Signal wires by layer:
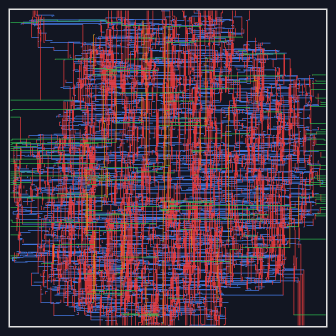
Wires at chosen ports, followed through buffers:
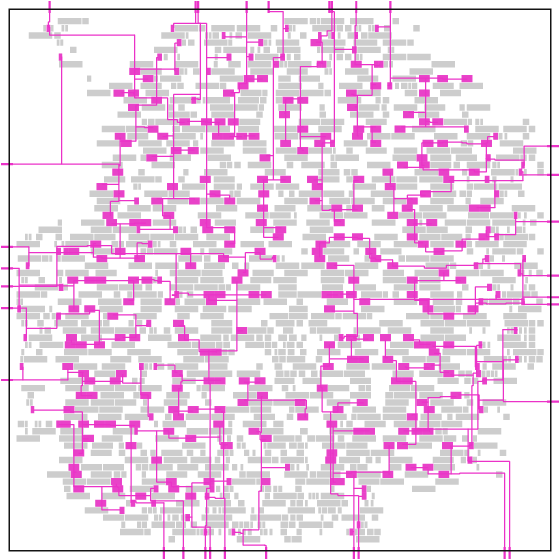
[src/rtl/alu_issue_stage.sv]
// Operand fetch/writeback around the combinational alu: 8x32 regfile, D -> X -> R; accept-to-result latency 2 cycles.
// Backpressure: a full R stage with res_ready low freezes X, and instr_ready drops combinationally from res_ready.
module alu_issue_stage #(
    parameter int WIDTH = 32,
    parameter int NREGS = 8
) (
    input  logic             clk,
    input  logic             rst_n,
    input  logic             instr_valid,
    output logic             instr_ready,
    input  logic [15:0]      instr,
    output logic [2:0]       alu_op_select,
    output logic [WIDTH-1:0] alu_in0,
    output logic [WIDTH-1:0] alu_in1,
    input  logic [WIDTH-1:0] alu_result,
    output logic             res_valid,
    input  logic             res_ready,
    output logic [2:0]       res_rd,
    output logic [WIDTH-1:0] res_data
);
    localparam logic [2:0] OP_LDI = 3'd7;

    logic             x_valid;
    logic [2:0]       x_op;
    logic [2:0]       x_rd;
    logic [WIDTH-1:0] x_a;
    logic [WIDTH-1:0] x_b;
    logic [WIDTH-1:0] regs [NREGS];

    logic             adv_x;
    logic             accept;
    logic [2:0]       d_op;
    logic [2:0]       d_rd;
    logic [2:0]       d_rs1;
    logic [2:0]       d_rs2;
    logic [2:0]       d_xop;
    logic [WIDTH-1:0] d_rs1_val;
    logic [WIDTH-1:0] d_rs2_val;
    logic [WIDTH-1:0] d_a;
    logic [WIDTH-1:0] d_b;

    assign adv_x       = x_valid & (!res_valid | res_ready);
    assign instr_ready = !x_valid | adv_x;
    assign accept      = instr_valid & instr_ready;

    assign d_op  = instr[15:13];
    assign d_rd  = instr[12:10];
    assign d_rs1 = instr[9:7];
    assign d_rs2 = instr[6:4];

    // The regfile write for X lands on the same edge D samples, so forward it.
    assign d_rs1_val = (adv_x && x_rd == d_rs1) ? alu_result : regs[d_rs1];
    assign d_rs2_val = (adv_x && x_rd == d_rs2) ? alu_result : regs[d_rs2];

    always_comb begin
        d_xop = d_op;
        d_a   = d_rs1_val;
        d_b   = d_rs2_val;
        if (d_op == OP_LDI) begin
            d_xop = 3'd0;
            d_a   = {{(WIDTH-10){1'b0}}, instr[9:0]};
            d_b   = '0;
        end
    end

    always_ff @(posedge clk or negedge rst_n) begin
        if (!rst_n) begin
            x_valid <= 1'b0;
            x_op    <= '0;
            x_rd    <= '0;
            x_a     <= '0;
            x_b     <= '0;
        end else if (accept) begin
            x_valid <= 1'b1;
            x_op    <= d_xop;
            x_rd    <= d_rd;
            x_a     <= d_a;
            x_b     <= d_b;
        end else if (adv_x) begin
            x_valid <= 1'b0;
        end
    end

    always_ff @(posedge clk or negedge rst_n) begin
        if (!rst_n) begin
            res_valid <= 1'b0;
            res_rd    <= '0;
            res_data  <= '0;
        end else if (adv_x) begin
            res_valid <= 1'b1;
            res_rd    <= x_rd;
            res_data  <= alu_result;
        end else if (res_valid && res_ready) begin
            res_valid <= 1'b0;
        end
    end

    always_ff @(posedge clk or negedge rst_n) begin
        if (!rst_n) begin
            for (int i = 0; i < NREGS; i++) begin
                regs[i] <= '0;
            end
        end else if (adv_x) begin
            regs[x_rd] <= alu_result;
        end
    end

    assign alu_op_select = x_op;
    assign alu_in0       = x_a;
    assign alu_in1       = x_b;
endmodule

[config.mk]
export PLATFORM = sky130hd
export DESIGN_NAME = alu_issue_stage
export DESIGN_NICKNAME = d
export VERILOG_FILES = /design/src/rtl/alu_issue_stage.sv
export SDC_FILE = /design/constraint.sdc
export NUM_CORES = 1
export LEC_CHECK = 0
export CORE_MARGIN = 2
export CORE_UTILIZATION = 45
export DETAILED_ROUTE_END_ITERATION = 8
export DONT_BUFFER_PORTS = 1
export SLEW_MARGIN = 25
export SYNTH_ARGS = -nofsm -noshare
export SYNTH_HDL_FRONTEND = slang
export SYNTH_SLANG_ARGS = --single-unit
[constraint.sdc]
create_clock -name clk -period 2.3 [get_ports clk]
set_input_delay 0.69 -clock clk [delete_from_list [all_inputs] [get_ports clk]]
set_output_delay 0.69 -clock clk [all_outputs]
set_load 0.1 [all_outputs]
==> results.py <==
# Auto-generated metrics
metrics = {
    "outcome": {
        "outcome": "finished with violations",
        "violations": "hold timing",
    },
    "cts": {
        "path_clk_slew_ns": 0.06,
        "clk_latency_ns": 0.56,
        "cts_tree": "built",
        "cts_buffer_depth": 3,
        "clockRootBuffer": "clkbuf_16",
        "clock-sinks": 363,
        "ctsHtreeMaxLevel": 2,
        "numCtsBuffers": 41,
    },
    "synth": {
        "topCellsByArea": "dfrtp_1, mux4_2, mux2_2",
        "syn_area_um2": 18000,
        "ys_types": 32,
        "edf_count": 0,
        "ys_cells": 1373,
        "fp_nets": 1425,
        "syn_avg_cell_area_um2": 13.1,
        "top_area_cell": "dfrtp_1",
        "synth_top_cell_by_count": "dfrtp_1",
        "netlist_instances": 1373,
        "ys_dominant_reg_cell": "dfrtp_1",
        "seq_area_frac_synth_pct": 50.4,
        "yosysChipArea_um2": 18000,
        "ys_ff": 363,
        "ys_warn_count": 0,
        "netlist.area_leader.share_pct": 50.4,
        "netlist_top_cells_count": "dfrtp_1, nand2_1, mux2_2",
        "async_reset_ff_share_pct": 100,
    },
    "global_route": {
        "first_global_vias": 12400,
        "grt-ovfl-total": 0,
        "grt_max_degree": 364,
        "antenna_found_initial": 0,
        "grt.total_usage_pct": 23.5,
        "grt_pass1_wl_mm": 74.4,
    },
    "final_timing": {
        "worst_slew_pin_slew_ns": 1.43,
        "setup_viol": 0,
        "slew_viol_final": 0,
        "final_hold_viol_count": 118,
        "fmax_mhz": 443,
        "skew_ns": 0.0183,
        "maxSlewHeadroom_pct": 4.96,
        "fin_crit_ns": 2.26,
        "hold_ws_ns": -0.136,
        "rsz0062_at_grt": "false",
        "finalClockPeriodUsage_pct": 98.1,
        "fin_ws_ns": 0.0427,
    },
    "job": {
        "maxCapViolCount": 0,
        "warnings": 31,
    },
    "setup_path": {
        "critPathLaunchType": "flop",
        "rr_startpoint": "res_valid",
        "critPathMaxStageDelay_ns": 0.45,
        "path_cells": "nand3b_1 > buf_4",
        "required_ns": 1.61,
        "worst-setup-path-type": "flop to output port",
        "cp_slowest_cell": "dfrtp_1",
        "cp_max_fo": 5,
        "arrival_ns": 1.57,
        "crit_buf_inv": 1,
        "end_kind": "output port",
        "startpoint": "x_valid",
        "cp_top_family": "flip-flops",
    },
    "die": {
        "core_area_um2": 39600,
        "rows": 73,
        "die_x_um": 204,
        "fp.dieH_um": 204,
        "boundaryPins": 156,
        "core_util_floorplan_pct": 45.5,
        "dieArea_um2": 41700,
    },
    "final_layout": {
        "antenna_cells": 0,
        "syn_to_final_growth_pct": 14.6,
        "comb_area_um2": 8360,
        "regArea_um2": 9090,
        "finalNetCount": 1478,
        "drive_gt1_share_pct": 35.3,
        "stdcell_area_um2": 20600,
        "fin_cells": 1980,
        "fillers": 3415,
    },
    "power_and_ir_drop": {
        "p_per_area_nw_per_um2": 1330,
        "leakage_nw": 8.85,
        "irDropWorstVdd_mv": 0.754,
        "finalPower_w": 0.0274,
    },
    "detailed_routing": {
        "ant_nets": 0,
        "vias": 11600,
        "drt_iter0_markers": 653,
        "dr.pass1.iters": 4,
        "drc": 0,
        "vias_per_cell": 5.87,
        "wl_per_cell_um": 23.9,
        "routed_wl_mm": 47.3,
    },
    "place": {
        "place_inst": 1908,
        "placed_area_um2": 19400,
        "io_buffers": 0,
        "dp_slack_ns": 0.0923,
        "dp.final_hpwl_mm": 27.7,
        "gp_congestion": 0.745,
    },
    "worst_hold_path": {
        "hold_class": "primary input to async pin",
    },
}
Notes on 'signal wires by layer' above:
Key: met2 = red [wire length 23.6 mm]; met3 = green [wire length 2520 µm]; met1 = blue [wire length 20.0 mm]; met4 = orange [wire length 1190 µm]

Notes on 'wires at chosen ports, followed through buffers' above:
Key: alu_result = magenta [bits 32, direction input, edge 10 south, 9 north, 7 east, 6 west, end cells 352, buffers 0, wire 4050 µm]

-- cell families after synthesis --
family / synth area share [%]
AOI/OAI and AO/OA: 6.51
and+or+nand+nor: 7.10
xor gates and xnor gates: 0.292
DFF: 50.4
muxes: 32.2
buffers and inverters: 3.45
-- state kept, by name, indices dropped and copies added (netlist names) --
name	count
alu_in0	32
x_valid	1
res_data	32
x_rd	3
alu_in1	32
res_valid	1
regs	256
alu_op_select	3
res_rd	3
-- area by class of cell --
cell class,instances,area share (%)
clock buffer,59,5.69
clock inverter,13,0.364
multi-input combinational,872,40.5
sequential,363,44.0
tap,525,3.18
timing repair buffer,148,6.23
-- power breakdown --
part           switching, W  internal [W]  total (W)
clock               0.00264       0.00354    0.00618
combinational       0.00594       0.00455     0.0105
sequential          0.00171       0.00905     0.0108
-- per-layer routing --
metal	GRT usage (%)	up-vias	routed length, µm
met4	7.69	0	1190
met3	4.27	77	2520
li1	-	5146	-
met2	39.7	277	23600
met5	0	-	0
met1	30.6	6130	20000
-- metrics by stage --
step	util, %	hold WS (ns)	TNS, ns
5_1_grt	52.1	-0.160	0
6_report	52.1	-0.136	0
4_1_cts	52.1	-0.166	0
3_5_place_dp	48.9	0.426	0
2_1_floorplan	-	0.394	-17.31
3_3_place_gp	48.9	0.422	0
-- worst paths after layout --
path / to / slack [ns] / cells after the start
worst max-delay path: instr_ready / 0.04 / 2
worst min-delay path: alu_in0[30] / -0.14 / 0
worst max register to register: regs[61] / 0.32 / 6
worst min register to register: res_data[25] / 0.47 / 2
max in group asynchronous: alu_in0[5] / 1.32 / 0
min in group clk: res_data[7] / 0.24 / 2
-- repair_timing --
action | CTS | global route
endpoints found under the setup margin | 0 | 0
hold endpoints to repair | 363 | 363
setup buffers | 0 | 0
resized | 0 | 0
-- placed cells by master, fill, tap and decap left out, types with 41 or more instances in the layout --
cell and count:
a211oi_1 60, buf_4 134, clkbuf_16 41, dfrtp_1 362, mux2_1 96, mux2_2 162, mux4_2 128, nand2_1 176
nor2b_1 60, o21ai_1 95
Power figures rest on the tool's default switching activity, not on a simulated workload.
